File: src/rtl/conv_pkg.sv
// -----------------------------------------------------------------------------
// conv_pkg
// Shared definitions for the convolution output collector:
//   - conv_state_t : collector FSM states (IDLE / WAIT / COLLECT)
//   - TREE_W       : width of one signed tree result
//   - PIX_W        : width of one requantised output pixel
//   - clog2()      : counter-width helper usable in parameter expressions
// -----------------------------------------------------------------------------
package conv_pkg;

    localparam int TREE_W = 32;
    localparam int PIX_W  = 8;

    typedef enum logic [1:0] {
        ST_IDLE    = 2'd0,
        ST_WAIT    = 2'd1,
        ST_COLLECT = 2'd2
    } conv_state_t;

    // Smallest r with 2**r >= value (0 for value <= 1).
    function automatic int clog2(input int value);
        int r;
        r = 0;
        for (int i = 0; i < 31; i++) begin
            if ((32'sd1 <<< i) < value) begin
                r = i + 1;
            end
        end
        return r;
    endfunction

endpackage

File: src/rtl/requant_sat.sv
// -----------------------------------------------------------------------------
// requant_sat
// Single-lane combinational requantiser: ReLU, arithmetic right shift by SHIFT,
// then unsigned saturation to one output pixel.
// Ports:
//   i_value  in  TREE_W  signed tree result
//   o_pixel  out PIX_W   requantised pixel (0..255)
// -----------------------------------------------------------------------------
module requant_sat
    import conv_pkg::*;
#(
    parameter int SHIFT = 0
) (
    input  logic [TREE_W-1:0] i_value,
    output logic [PIX_W-1:0]  o_pixel
);

    logic [TREE_W-1:0] w_shifted;

    // Only non-negative values reach the shifter output, so a logical shift is exact.
    assign w_shifted = i_value >> SHIFT;

    // ReLU first, then clamp anything that does not fit in one pixel.
    always_comb begin
        o_pixel = {PIX_W{1'b0}};
        if (i_value[TREE_W-1]) begin
            o_pixel = {PIX_W{1'b0}};
        end else if (|w_shifted[TREE_W-1:PIX_W]) begin
            o_pixel = {PIX_W{1'b1}};
        end else begin
            o_pixel = w_shifted[PIX_W-1:0];
        end
    end

endmodule

File: src/rtl/conv_output_collector.sv
// -----------------------------------------------------------------------------
// conv_output_collector
// Sink for the free-running output of a convolution layer. After `start`, waits
// LATENCY cycles for window 0, then walks the window top-left (row, col) over
// the image, keeps only windows that do not wrap a row edge, requantises each
// lane and presents it with out_valid; frame_done marks the last result.
// Ports:
//   clock             in   1               rising-edge clock
//   reset             in   1               asynchronous, active-low
//   start             in   1               pixel 0 enters the layer (also aborts)
//   pixel_vector_in   in   32*NUM_TREES    signed tree results, lane n at [32n+:32]
//   pixel_vector_out  out  8*NUM_TREES     requantised results, lane n at [8n+:8]
//   out_valid         out  1               pixel_vector_out holds a window result
//   frame_done        out  1               coincident with last out_valid of frame
//   busy              out  1               frame in progress (WAIT or COLLECT)
// -----------------------------------------------------------------------------
module conv_output_collector
    import conv_pkg::*;
#(
    parameter int NUM_TREES  = 2,
    parameter int IMG_WIDTH  = 6,
    parameter int IMG_HEIGHT = 6,
    parameter int KERNEL_DIM = 4,
    parameter int LATENCY    = 27,
    parameter int SHIFT      = 0
) (
    input  logic                        clock,
    input  logic                        reset,
    input  logic                        start,
    input  logic [TREE_W*NUM_TREES-1:0] pixel_vector_in,
    output logic [PIX_W*NUM_TREES-1:0]  pixel_vector_out,
    output logic                        out_valid,
    output logic                        frame_done,
    output logic                        busy
);

    localparam int DLY_W = clog2(LATENCY) + 1;
    localparam int COL_W = clog2(IMG_WIDTH) + 1;
    localparam int ROW_W = clog2(IMG_HEIGHT) + 1;

    localparam logic [DLY_W-1:0] DLY_LOAD = DLY_W'(LATENCY - 1);
    localparam logic [COL_W-1:0] COL_LAST = COL_W'(IMG_WIDTH - 1);
    localparam logic [COL_W-1:0] COL_VMAX = COL_W'(IMG_WIDTH - KERNEL_DIM);
    localparam logic [ROW_W-1:0] ROW_VMAX = ROW_W'(IMG_HEIGHT - KERNEL_DIM);

    conv_state_t                  r_state;
    logic [DLY_W-1:0]             r_dly;
    logic [COL_W-1:0]             r_col;
    logic [ROW_W-1:0]             r_row;
    logic [PIX_W*NUM_TREES-1:0]   r_pix_out;
    logic                         r_out_valid;
    logic                         r_frame_done;
    logic                         r_busy;

    conv_state_t                  w_state_nxt;
    logic [DLY_W-1:0]             w_dly_nxt;
    logic [COL_W-1:0]             w_col_nxt;
    logic [ROW_W-1:0]             w_row_nxt;
    logic [COL_W-1:0]             w_col_adv;
    logic [ROW_W-1:0]             w_row_adv;
    logic                         w_sample;
    logic                         w_win_valid;
    logic                         w_last;
    logic [PIX_W*NUM_TREES-1:0]   w_pix;

    // One requantiser per kernel-tree lane.
    for (genvar g = 0; g < NUM_TREES; g++) begin : g_lane
        requant_sat #(
            .SHIFT (SHIFT)
        ) u_requant (
            .i_value (pixel_vector_in[TREE_W*g +: TREE_W]),
            .o_pixel (w_pix[PIX_W*g +: PIX_W])
        );
    end

    // The final WAIT cycle (counter at 0) already holds window 0, so it counts
    // as the first sample; this keeps window 0 at exactly start+LATENCY even
    // for LATENCY = 1.
    assign w_sample    = (r_state == ST_COLLECT) ||
                         ((r_state == ST_WAIT) && (r_dly == {DLY_W{1'b0}}));
    assign w_win_valid = (r_col <= COL_VMAX);
    assign w_last      = w_sample && (r_row == ROW_VMAX) && (r_col == COL_VMAX);

    // Raster advance of the window top-left position.
    always_comb begin
        w_col_adv = r_col + COL_W'(1);
        w_row_adv = r_row;
        if (r_col == COL_LAST) begin
            w_col_adv = {COL_W{1'b0}};
            w_row_adv = r_row + ROW_W'(1);
        end else begin
            w_col_adv = r_col + COL_W'(1);
            w_row_adv = r_row;
        end
    end

    // Next-state logic; start has priority and restarts the frame from any state.
    always_comb begin
        w_state_nxt = r_state;
        w_dly_nxt   = r_dly;
        w_col_nxt   = r_col;
        w_row_nxt   = r_row;
        if (start) begin
            w_state_nxt = ST_WAIT;
            w_dly_nxt   = DLY_LOAD;
            w_col_nxt   = {COL_W{1'b0}};
            w_row_nxt   = {ROW_W{1'b0}};
        end else begin
            case (r_state)
                ST_IDLE: begin
                    w_state_nxt = ST_IDLE;
                end
                ST_WAIT, ST_COLLECT: begin
                    if (w_last) begin
                        w_state_nxt = ST_IDLE;
                    end else if (w_sample) begin
                        w_state_nxt = ST_COLLECT;
                        w_col_nxt   = w_col_adv;
                        w_row_nxt   = w_row_adv;
                    end else begin
                        w_dly_nxt   = r_dly - DLY_W'(1);
                    end
                end
                default: begin
                    w_state_nxt = ST_IDLE;
                end
            endcase
        end
    end

    // FSM, delay counter and window position registers.
    always_ff @(posedge clock or negedge reset) begin
        if (!reset) begin
            r_state <= ST_IDLE;
            r_dly   <= {DLY_W{1'b0}};
            r_col   <= {COL_W{1'b0}};
            r_row   <= {ROW_W{1'b0}};
            r_busy  <= 1'b0;
        end else begin
            r_state <= w_state_nxt;
            r_dly   <= w_dly_nxt;
            r_col   <= w_col_nxt;
            r_row   <= w_row_nxt;
            r_busy  <= (w_state_nxt != ST_IDLE);
        end
    end

    // Output registers; the pixel bus only updates on valid windows so it holds
    // its last result otherwise. A sample taken together with start is still
    // emitted, which is how the last sample of a back-to-back frame survives.
    always_ff @(posedge clock or negedge reset) begin
        if (!reset) begin
            r_pix_out    <= {(PIX_W*NUM_TREES){1'b0}};
            r_out_valid  <= 1'b0;
            r_frame_done <= 1'b0;
        end else begin
            r_out_valid  <= w_sample && w_win_valid;
            r_frame_done <= w_last;
            if (w_sample && w_win_valid) begin
                r_pix_out <= w_pix;
            end else begin
                r_pix_out <= r_pix_out;
            end
        end
    end

    assign pixel_vector_out = r_pix_out;
    assign out_valid        = r_out_valid;
    assign frame_done       = r_frame_done;
    assign busy             = r_busy;

endmodule

File: config.mk
export PLATFORM = sky130hd
export DESIGN_NAME = conv_output_collector
export DESIGN_NICKNAME = d
export VERILOG_FILES = /design/src/rtl/conv_pkg.sv /design/src/rtl/requant_sat.sv /design/src/rtl/conv_output_collector.sv
export SDC_FILE = /design/constraint.sdc
export NUM_CORES = 1
export LEC_CHECK = 0
export CELL_PAD_IN_SITES_DETAIL_PLACEMENT = 2
export CELL_PAD_IN_SITES_GLOBAL_PLACEMENT = 2
export CORE_ASPECT_RATIO = 1.25
export CORE_MARGIN = 4
export CORE_UTILIZATION = 26
export CTS_CLUSTER_SIZE = 10
export DETAILED_ROUTE_END_ITERATION = 10
export HOLD_SLACK_MARGIN = 0.12
export PLACE_DENSITY_LB_ADDON = 0.08
export SLEW_MARGIN = 40
export SYNTH_ARGS = -nofsm -noshare
export SYNTH_HDL_FRONTEND = slang
export SYNTH_HIERARCHICAL = 1
export SYNTH_SLANG_ARGS = --single-unit
File: constraint.sdc
create_clock -name clock -period 2.6 [get_ports clock]
set_input_delay 0.65 -clock clock [delete_from_list [all_inputs] [get_ports clock]]
set_output_delay 0.65 -clock clock [all_outputs]
set_load 0.02 [all_outputs]
==> CHANGELOG.md, run 1 <==
## Implementation

- Status: finished clean
- Registers, synthesis: 35
- Routed Antenna Nets: 0
- CP arrival: about 2400 ps
- Syn Inst Count: roughly 200
- Flop count: 35
- Antenna Cells: 0
- Pleak: 1.21 nW
- Netlist Area Pre-Place: about 2100 um^2
- Number of port buffers: roughly 85
- Total setup buffers inserted after CTS: 0
- Clock power share: 28.4%
- Placer Congestion: between 0.7 and 0.8
- Tool warnings: 29
- Largest power group: sequential cells
- First-pass GRT wire length: around 10000 um
- Non-clock buffer count: roughly 89
- Final Cycle Share: 83.5%
- Maximum vdd drop: 0.247 mV
- Inverters: 10
- Dominant kind of cell: combinational gates
- Post-synth area from yosys stat: approximately 2100 um^2
- Worst-path clk slew: around 80 ps
- Post-route DRC violation count: 0
- Clock-cell share: ~2.7%
- Clk sinks: 35
- WL final: between 6000 and 7000 um
- Fp_density: a little over a quarter
- Critical path capture point type: flop
- TNS Setup: 0 ps
- Clk_skew: approximately 11 ps
- Pre-Repair DR Iteration Count: 3
- Yosys top cell area share: a little over two fifths
- Wire length on met1: about 2500 um
- Core box area: 7790 um^2
-- run 1: worst paths after layout --
check,to,slack (ps)
setup / recovery,pixel_vector_out[3],430
hold / removal,pixel_vector_out[5],310
setup reg to reg,r_row[2],500
hold reg to reg,pixel_vector_out[11],520
max in group asynchronous,r_col[3],1960
min in group clock,pixel_vector_out[11],520
-- run 1: critical path, stage by stage --
cell	delay (ps)
clkdlybuf4s50_1	390
or4_1	760
nor3_2	190
a21oi_1	80
mux2_2	270
-- run 1: cell families after synthesis --
| group | count (synthesis) | synth area share (%) |
|---|---|---|
| compound gates | 37 | 11.4 |
| xor+xnor | 4 | 1.68 |
| fa+ha+maj | 6 | 3.60 |
| buf+inv | 21 | 5.23 |
| flops | 35 | 42.0 |
| mux | 20 | 12.4 |
| simple gates | 72 | 23.7 |
-- run 1: cell usage after synthesis, drive strengths merged (2+ instances only) --
master,n
a21o,2
a21oi,22
a31oi,2
and4,2
buf,10
dfrtp,35
ha,6
inv,10
mux2,20
nand2,5
nand3,4
nand4,2
nor2,13
nor2b,4
nor3,22
nor4,8
o211ai,3
o21ai,2
o31ai,2
or3,2
or4,6
xor2,3
-- run 1: state kept, by name (all words and copies together), names as in the netlist --
| name | cells |
|---|---|
| busy | 1 |
| frame_done | 1 |
| out_valid | 1 |
| pixel_vector_out | 16 |
| r_col | 4 |
| r_dly | 6 |
| r_row | 4 |
| r_state | 2 |
-- run 1: per-stage QoR --
stage / std cells / setup slack (ps) / power, mW / util, % / hold slack (ps)
finish: 376 / 429 / 1.38 / 39.7 / 314
global route: 376 / 346 / 1.47 / 39.7 / 345
CTS: 376 / 420 / 1.41 / 39.7 / 331
detailed placement: 368 / 110 / 1.01 / 38.6 / 494
global placement: 368 / 135 / 1.00 / 38.6 / 493
floorplan: 195 / 677 / 0.796 / - / 354
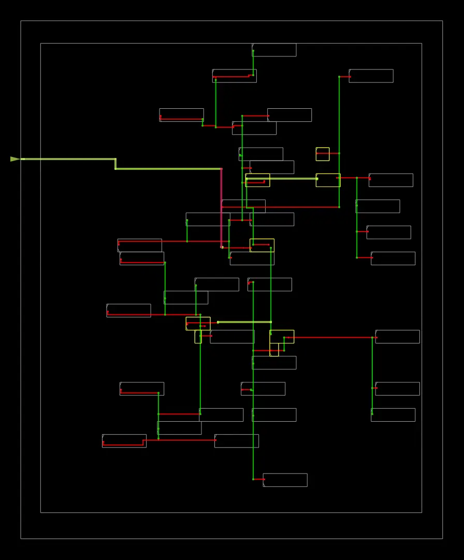
Figure 1: run 1, the clock network.
Clock Power: 393 uW
# clk buffers: 6
Latency at later pin: 290 ps

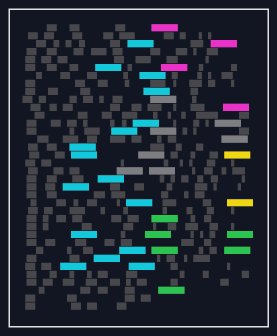
Figure 2: run 1, register map, names as in the netlist.
Other sequential cells in the stronger grey, the rest of the logic in the fainter grey.
Key: `r_dly` = green [sequential cells 6]; `pixel_vector_out` = cyan [sequential cells 16]; `r_row` = magenta [sequential cells 4, where north-east]; `r_state` = yellow [sequential cells 2]
Another 7 sequential cells are not coloured.

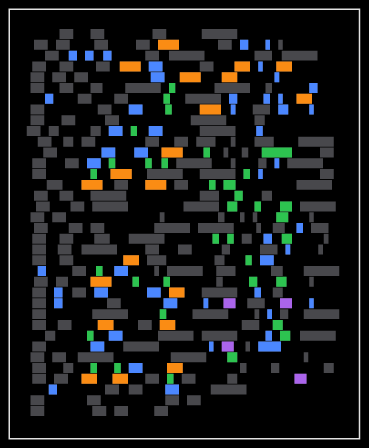
Figure 3: run 1, selected gate families.
Key: multiplexers = orange [cells 20, most used mux2_2]; NOR gates = blue [cells 49, most used nor3_2, where all over the die]; XOR/XNOR gates = purple [cells 4, most used xor2_1]; inverting AOI/OAI gates = green [cells 35, most used a21oi_1]
Commonest Layout Cell: clkdlybuf4s50_1
Non-Filler Instances: 376

Figure 4. Layout detail (run 1).
Window x 0 to 50, y 56 to 106 um. Cells in grey, sequential cells in the stronger grey; small squares are vias.
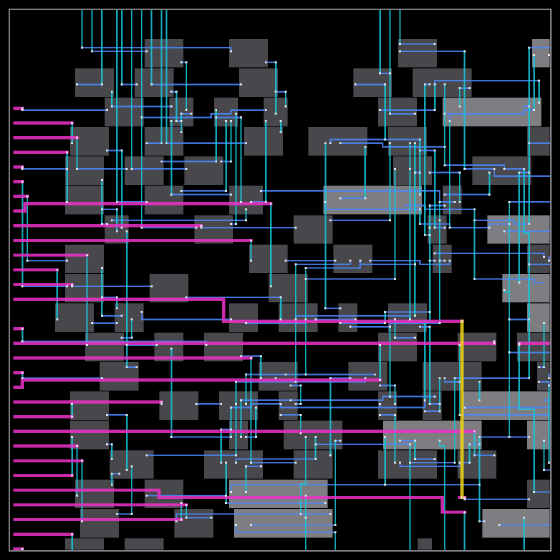

--- run 2 (diff from run 1) ---
- clock period: 2.6 -> 2 ns (I/O delays scaled with it)
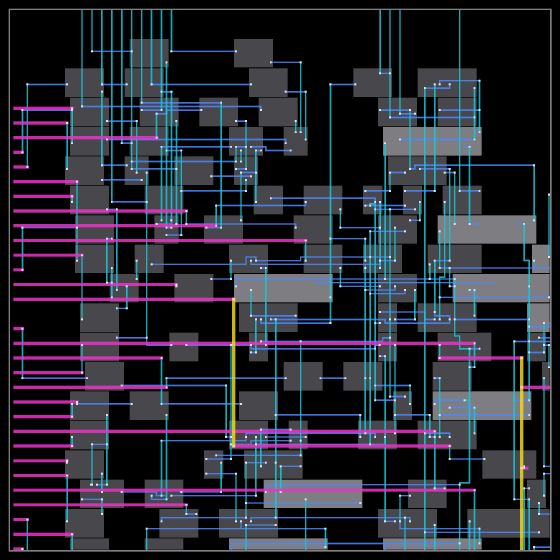
Figure 5: run 2, layout detail.
Window x 0 to 50, y 56 to 106 um. Cells in grey, sequential cells in the stronger grey; small squares are vias.
Key: met4 = yellow; met3 = magenta; met1 = blue; met2 = cyan
Sequential cells in the window: 6. Netlist names of flops here include `pixel_vector_out` (6). 86 logic cells have their middle in the window. Most frequent: clkdlybuf4s50_1 (39), a21oi_1 (10).

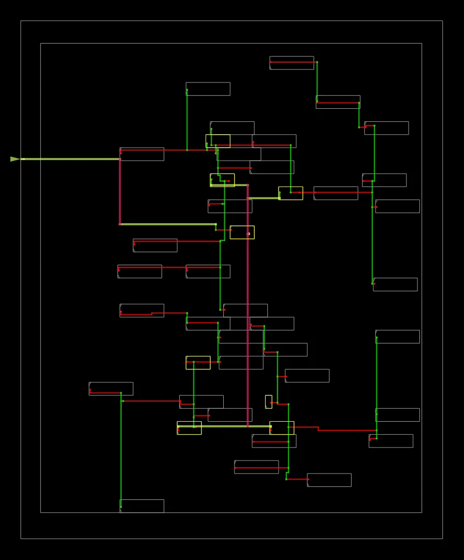
Figure 6: run 2, the clock network.
Clock Power: 592 uW
clk_skew: 6.36 ps
CTS buffer count: 5
# clk buffers: 8

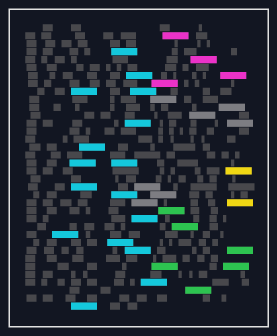
Figure 7: run 2, register map, names as in the netlist.
Other sequential cells in the stronger grey, the rest of the logic in the fainter grey.
Seq. pwr: 820 uW
Util after Layout: 43.0%
flop share of the area: 26.1%
FF+latch area: 876 um^2

==> CHANGELOG.md, run 2 <==
## Implementation

- Status: finished clean (unchanged)
- Cells after DPL: 382 (was 368)
- Leading cell types by count after synthesis: dfrtp_1, a21oi_1, nor3_2, nor2_1, mux2_2 (unchanged)
- Final Cycle Share: between 90% and 100%
- Logic family by area: simple AND/OR/NAND/NOR gates (unchanged)
- Xor+xnor area frac: 1.68% (unchanged)
- Non-Filler Instances: 397 (was 376)
- Critical path capture point type: flop (unchanged)
- WL final: 6660 um (was 6190 um)
- Syn Inst Count: 195 (unchanged)
- Pre-Repair DR Iteration Count: 3 (unchanged)
- TNS Setup: 0 ps (unchanged)
- Fp_density: 26.7% (unchanged)
- Core box area: 7790 um^2 (unchanged)
- Setup ws final: 51.9 ps (was 429 ps)
- Routed Antenna Nets: 0 (unchanged)
- Max FFs per register: 16 (unchanged)
- Number of port buffers: 85 (unchanged)
- Pleak: 1.35 nW (was 1.21 nW)
- Pre-CTS WS: -194 ps (was 110 ps)
- Post-synth area from yosys stat: 2080 um^2 (unchanged)
- Placer Congestion: 0.748 (was 0.713)
- Top-count cell post-synth: dfrtp_1 (unchanged)
- Commonest Layout Cell: clkdlybuf4s50_1 (unchanged)
- Fin Hold WS: 252 ps (was 314 ps)
- Post-route DRC violation count: 0 (unchanged)
- CP arrival: 2130 ps (was 2350 ps)
- Adder Area Share: 3.60% (unchanged)
- Worst-path clk slew: 80 ps (about the same)
## run 2: cell types whose count changed in the layout (fill, tap and decap cells not counted), sizes merged
cell and change:
buf +19, clkinv -1, clkinvlp -1, clkbuf +4
## run 2: path summary, 6_finish.rpt
kind                       slack, ps                start             endpoint
min                              250                reset             r_col[1]
min reg2reg                      510  pixel_vector_out[4]  pixel_vector_out[4]
max in group asynchronous       1420                reset  pixel_vector_out[0]
min in group clock               510  pixel_vector_out[4]  pixel_vector_out[4]
max reg2reg                       50           r_state[1]             r_row[2]
max                               50           r_state[1]             r_row[2]
## run 2: critical path: stages, from the launching register on
cell	delay, ps
dfrtp_1	410
ha_1	300
or4_1	540
nor3b_1	240
mux2_2	360
## run 2: stage by stage
step,area (um^2),power [mW]
2_1_floorplan,2080,1.03
3_3_place_gp,3120,1.32
3_5_place_dp,3120,1.33
4_1_cts,3220,1.94
5_1_grt,3350,2.05
6_report,3350,1.94
## run 2: what timing repair did
item / CTS / global route
setup endpoints to repair: 0 / 14
hold buffers: 0 / 0
buffers inserted: 0 / 5
gates resized: 0 / 7
## run 2: final cells by class
cell class / instances / area (um^2)
clock buffer: 8 / 100
inverter: 10 / 37.5
timing repair buffer: 110 / 1080
multi-input combinational: 139 / 1140
tap: 95 / 119
fill: 856 / 4440
sequential: 35 / 876
## run 2: power breakdown
group	internal, mW	total [mW]	leakage, nW	switching, mW
registers	0.767	0.820	0.428	0.0532
clock network	0.315	0.592	0.0515	0.277
logic	0.315	0.530	0.875	0.214
total	1.40	1.94	1.35	0.544
## run 2: metal layers
| metal | share of wire [%] | vias to the layer above |
|---|---|---|
| met5 | 0 | - |
| met4 | 1.2 | 0 |
| met3 | 9.5 | 8 |
| met2 | 50 | 68 |
| met1 | 39 | 934 |
| li1 | - | 919 |
Power figures rest on the tool's default switching activity, not on a simulated workload.
